[config.mk]
export PLATFORM = sky130hd
export DESIGN_NAME = code_converter_scheduler
export DESIGN_NICKNAME = d
export VERILOG_FILES = /design/src/rtl/code_converter_scheduler.sv
export SDC_FILE = /design/constraint.sdc
export NUM_CORES = 1
export LEC_CHECK = 0
export CAP_MARGIN = 20
export CORE_MARGIN = 3
export CORE_UTILIZATION = 35
export DETAILED_ROUTE_END_ITERATION = 10
export GPL_TIMING_DRIVEN = 1
export PLACE_DENSITY = 0.69
export SYNTH_ARGS = -nofsm -noshare
export SYNTH_HDL_FRONTEND = slang
export SYNTH_SLANG_ARGS = --single-unit
[constraint.sdc]
create_clock -name clk -period 3.7 [get_ports clk]
set_input_delay 1.11 -clock clk [delete_from_list [all_inputs] [get_ports clk]]
set_output_delay 1.11 -clock clk [all_outputs]
set_load 0.02 [all_outputs]
[src/rtl/code_converter_scheduler.sv]
// Round-robin front-end that time-shares one external 4-bit code converter among
// NREQ requesters and returns each converted code over a valid/ready response port.
module code_converter_scheduler #(
  parameter int NREQ   = 4,
  parameter int SETTLE = 1
) (
  input  logic                      clk,
  input  logic                      rst,
  input  logic [NREQ-1:0]           req,
  input  logic [2*NREQ-1:0]         req_mode,
  input  logic [4*NREQ-1:0]         req_data,
  output logic [NREQ-1:0]           gnt,
  output logic                      A,
  output logic                      B,
  output logic                      C,
  output logic                      D,
  output logic                      S2,
  output logic                      S1,
  input  logic [3:0]                o0,
  input  logic [3:0]                o1,
  input  logic [3:0]                o2,
  input  logic [3:0]                o3,
  output logic                      rsp_valid,
  input  logic                      rsp_ready,
  output logic [$clog2(NREQ)-1:0]   rsp_id,
  output logic [3:0]                rsp_data,
  output logic                      rsp_err,
  output logic                      busy
);

  localparam int IDW = $clog2(NREQ);
  localparam int CW  = (SETTLE > 1) ? $clog2(SETTLE) : 1;

  typedef enum logic [1:0] {
    ST_IDLE,
    ST_SETTLE,
    ST_RESP
  } state_t;

  state_t         state;
  logic [IDW-1:0] ptr;
  logic [CW-1:0]  cnt;

  logic           found;
  logic [IDW-1:0] sel;
  int             idx;
  logic [1:0]     sel_mode;
  logic [3:0]     sel_data;
  logic           operand_ok;
  logic [IDW-1:0] next_ptr;
  logic [NREQ-1:0] grant_vec;
  logic [3:0]     conv_out;

  // First requester at or after ptr, searching upward with wrap-around.
  always_comb begin
    found = 1'b0;
    sel   = '0;
    idx   = 0;
    for (int i = 0; i < NREQ; i++) begin
      idx = int'(ptr) + i;
      if (idx >= NREQ) idx = idx - NREQ;
      if (!found && req[IDW'(idx)]) begin
        found = 1'b1;
        sel   = IDW'(idx);
      end
    end
  end

  always_comb begin
    sel_mode       = req_mode[2*sel +: 2];
    sel_data       = req_data[4*sel +: 4];
    next_ptr       = (sel == IDW'(NREQ-1)) ? '0 : sel + 1'b1;
    grant_vec      = '0;
    grant_vec[sel] = found;
    case (sel_mode)
      2'b01:   operand_ok = (sel_data <= 4'd9);
      2'b11:   operand_ok = (sel_data >= 4'd3) && (sel_data <= 4'd12);
      default: operand_ok = 1'b1;
    endcase
  end

  always_comb begin
    case ({S2, S1})
      2'b00:   conv_out = o0;
      2'b01:   conv_out = o1;
      2'b10:   conv_out = o2;
      default: conv_out = o3;
    endcase
  end

  // Invalid operands skip the converter entirely, so A..D and S2/S1 keep the last
  // conversion's values and the error response is ready alongside the grant pulse.
  always_ff @(posedge clk) begin
    if (rst) begin
      state     <= ST_IDLE;
      ptr       <= '0;
      cnt       <= '0;
      gnt       <= '0;
      {A, B, C, D} <= 4'b0000;
      {S2, S1}  <= 2'b00;
      rsp_valid <= 1'b0;
      rsp_id    <= '0;
      rsp_data  <= 4'b0000;
      rsp_err   <= 1'b0;
      busy      <= 1'b0;
    end else begin
      gnt <= '0;
      case (state)
        ST_IDLE: begin
          if (found) begin
            gnt    <= grant_vec;
            rsp_id <= sel;
            ptr    <= next_ptr;
            busy   <= 1'b1;
            if (operand_ok) begin
              {A, B, C, D} <= sel_data;
              {S2, S1}     <= sel_mode;
              cnt          <= '0;
              state        <= ST_SETTLE;
            end else begin
              rsp_err   <= 1'b1;
              rsp_data  <= 4'b0000;
              rsp_valid <= 1'b1;
              state     <= ST_RESP;
            end
          end
        end
        ST_SETTLE: begin
          if (cnt == CW'(SETTLE-1)) begin
            rsp_data  <= conv_out;
            rsp_err   <= 1'b0;
            rsp_valid <= 1'b1;
            state     <= ST_RESP;
          end else begin
            cnt <= cnt + 1'b1;
          end
        end
        ST_RESP: begin
          if (rsp_ready) begin
            rsp_valid <= 1'b0;
            busy      <= 1'b0;
            state     <= ST_IDLE;
          end
        end
        default: begin
          state <= ST_IDLE;
          busy  <= 1'b0;
        end
      endcase
    end
  end

endmodule
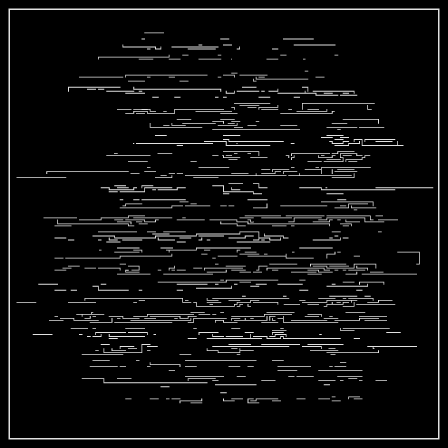
(images/met1.png)
main direction: horizontal
longest straight run: 17.5 um
nets with wire on the layer: 278
wire length on this layer: 1890 um
DR vias: 1596
final wirelength: 4450 um
met1 usage in global routing: 0.217

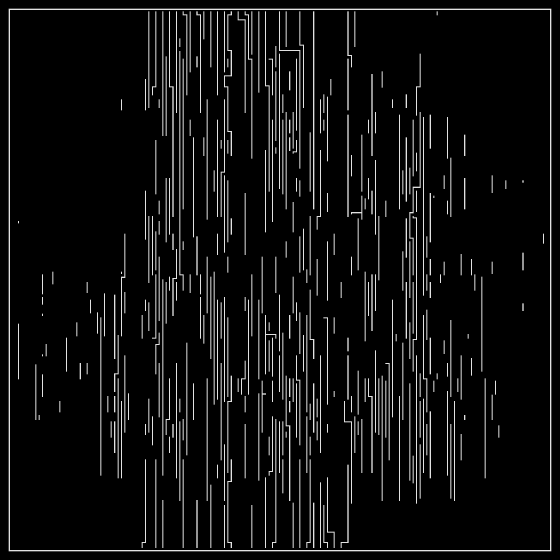
(images/met2.png)
share of all routed wire: 53%
nets with wire on the layer: 271
longest straight run: 29.9 um
met2 usage: 0.280

==> out/metrics.csv <==
metric,value,unit
final-hold-violation-count,0,
r2r_cells,12,
yosys-top-cells-area,"dfxtp_1, mux2i_1, mux4_2, ha_1, a21oi_1",
dpl.hpwl,3430,um
syn_to_final_growth,61.6,%
cts.path.max_buffers,2,
min_path_cells,2,
final_layout_size_suffix_gt1_frac,0.180,
relSlewSlack,0.490,
finalSetupTns,0,ns
yosys-top-cells-count,"dfxtp_1, nand2_1, a21oi_1, nand3_1",
worstPathArrival,3.75,ns
path_common_cell,mux2i_1,
yosysSeqAreaShare,0.298,
grt_pass1_vias,1526,
cts_buffers,3,
yosys-stat-area,0.00154,mm^2
clock-root-buffer,clkbuf_8,
synth.largest_area_cell,dfxtp_1,
cp_top_family,buffers and inverters,
final.period_utilization,0.971,
ys_cells,179,
hold_end,rsp_data[1]$_SDFFE_PP0P_,
reg2reg_to,rsp_data[3]$_SDFFE_PP0P_,
reg2reg_from,ptr[1]$_SDFFE_PP0P_,
crit_start,req[1],
netlist_instances,179,
crit_type,input port to flop,
nNetsFinal,316,
fin_skew,0.00374,ns
ys.flop_type,dfxtp_1,
postLayoutCoreUtil,0.606,
ys.flops,23,
ys_types,44,
num_antenna_cells,0,
synthesis.area,0.00154,mm^2
crit_fanout,10,
p_per_area,712,mW/mm^2
ios,66,
min_period,3.59,ns
synth_nets,233,
chipHeight,72.4,um
yosysMostFrequentCell,dfxtp_1,
p_leak,0.000983,uW
track_usage,0.163,
routed.top_layer,met4,
die-area,0.00524,mm^2
route.met2.wl,2360,um
stdcell_count,311,
ir_worst_vdd,0.379,mV
tightest_slew,0.763,ns
clock_latency,0.26,ns
ff2ff_setup_slack,0.97,ns
setup_violations,0,
path_buffers,4,
async_reset_ff_frac,0,
path_clk_slew,0.08,ns
dr_wl_met3,165,um
wl_per_cell,14.3,um
overflow,0,
antenna_found_initial,0,
maxCapViolCount,0,
first_pass_iters,4,
hold_class,flop to flop,
cts.sinks,23,
htreeDepth,1,
critPathRequiredTime,3.86,ns
start_kind,input port,
portBuffers,65,
grt_pass1_wl,7000,um
slew_violations,0,
dp.cells,307,
final_antenna_net_count,0,
cp-end-kind,flop,
via_per_inst,5.13,
min-delay-start,rsp_data[1]$_SDFFE_PP0P_,
routabilityCongestion,0.793,
wl_met1,1890,um
cts-hold-fix-buffers,0,
warnings,31,
grt_max_degree,23,
core-area,0.00412,mm^2
crit_path_cell_trace,clkdlybuf4s50_1 > nor2b_4 > a211o_4 > nand2_4 > inv_4 > mux2i_1 > mux2_4 > o21a_1 > nor4_4 > buf_6 > a21oi_2 > buf_4 > mux2i_1,
cts_tree,built,
status,"complete, no violations",
synth_warnings,0,
yosysTopAreaCellShare,0.298,
fmax,278,MHz
cpPeakStageDelay,0.52,ns
die_w,72.4,um
num_rows,23,
drt_first_iter_violations,96,
synth-edff-count,0,
drcViolationCount,0,
fillers,362,
fp_util,0.375,
avgSynthCellArea,8.62,um^2
crit_slowest_cell,clkdlybuf4s50_1,
## tightest hold or removal path, delay by kind of cell, from the launching register on
family / cells / cell delay, ns
flip-flops: 1 / 0.32
AND/OR/NAND/NOR: 1 / 0.06
multiplexers: 1 / 0.06
## state kept, by name, indices dropped and copies added (netlist names), 2 cells and up
signal    count
state         2
rsp_id        2
gnt           4
ptr           2
rsp_data      4
## metrics by stage
| step | total power, uW | hold WS (ns) | area, um^2 | worst slack, ns |
|---|---|---|---|---|
| 6_report | 1780 | 0.481 | 2490 | 0.109 |
| 4_1_cts | 1710 | 0.482 | 2420 | 0.0269 |
| 2_1_floorplan | 1130 | 0.475 | 1540 | 0.433 |
| 5_1_grt | 1920 | 0.510 | 2490 | -0.0706 |
| 3_5_place_dp | 1540 | 0.466 | 2370 | -0.297 |
| 3_3_place_gp | 1530 | 0.456 | 2370 | -0.227 |
## power breakdown
part	switching, uW	total [uW]	internal (uW)
clock network	82.0	159	76.9
logic	618	1210	596
registers	69.2	403	334
## cell usage in the layout, fill, tap and decap left out, drive strengths merged, types with 5 or more instances in the layout
master	Yosys	final
o21ai	13	13
or3	5	5
nand3	11	11
and2	7	7
inv	6	6
nor2b	6	6
buf	3	20
clkdlybuf4s50	0	63
dfxtp	23	23
ha	7	7
nand2b	6	6
nand2	18	18
mux2i	10	10
nor2	10	10
a211oi	5	5
a21oi	14	14
## cell type report
type | instances | area [um^2] | share of cell area
clock buffers | 4 | 45.0 | 0.0181
repair buffers | 85 | 810 | 0.325
flip-flops and latches | 23 | 460 | 0.185
well taps | 50 | 62.6 | 0.0251
multi-input cells | 143 | 1090 | 0.437
inverters | 6 | 27.5 | 0.0110
## logic make-up (layout without fill, tap and decap cells)
logic type,Yosys count,in the layout,synth area share
compound gates,46,46,0.204
fa+ha+maj,7,7,0.0568
buf+inv,13,95,0.0422
flops,23,23,0.298
mux,16,16,0.138
simple gates,74,74,0.260
## repair_timing
item / CTS / global route
resized: 1 / 19
pin swaps: 0 / 7
buffers inserted: 0 / 0
setup endpoints to repair: 5 / 13
## worst max path at each step
stage | cells past startpoint | to
final | 13 | rsp_data[3]$_SDFFE_PP0P_
after CTS | 11 | C$_SDFFE_PP0P_
after floorplan | 11 | rsp_valid$_SDFFE_PP0P_
after detailed placement | 12 | C$_SDFFE_PP0P_
after global routing | 14 | S2$_SDFFE_PP0P_
after global placement | 12 | C$_SDFFE_PP0P_
## routing by layer
metal / GRT usage / up-vias
li1: - / 815
met4: 0.0369 / 0
met2: 0.280 / 32
met1: 0.217 / 745
met5: 0 / -
met3: 0.0222 / 4
Power and IR drop assume default switching activity.
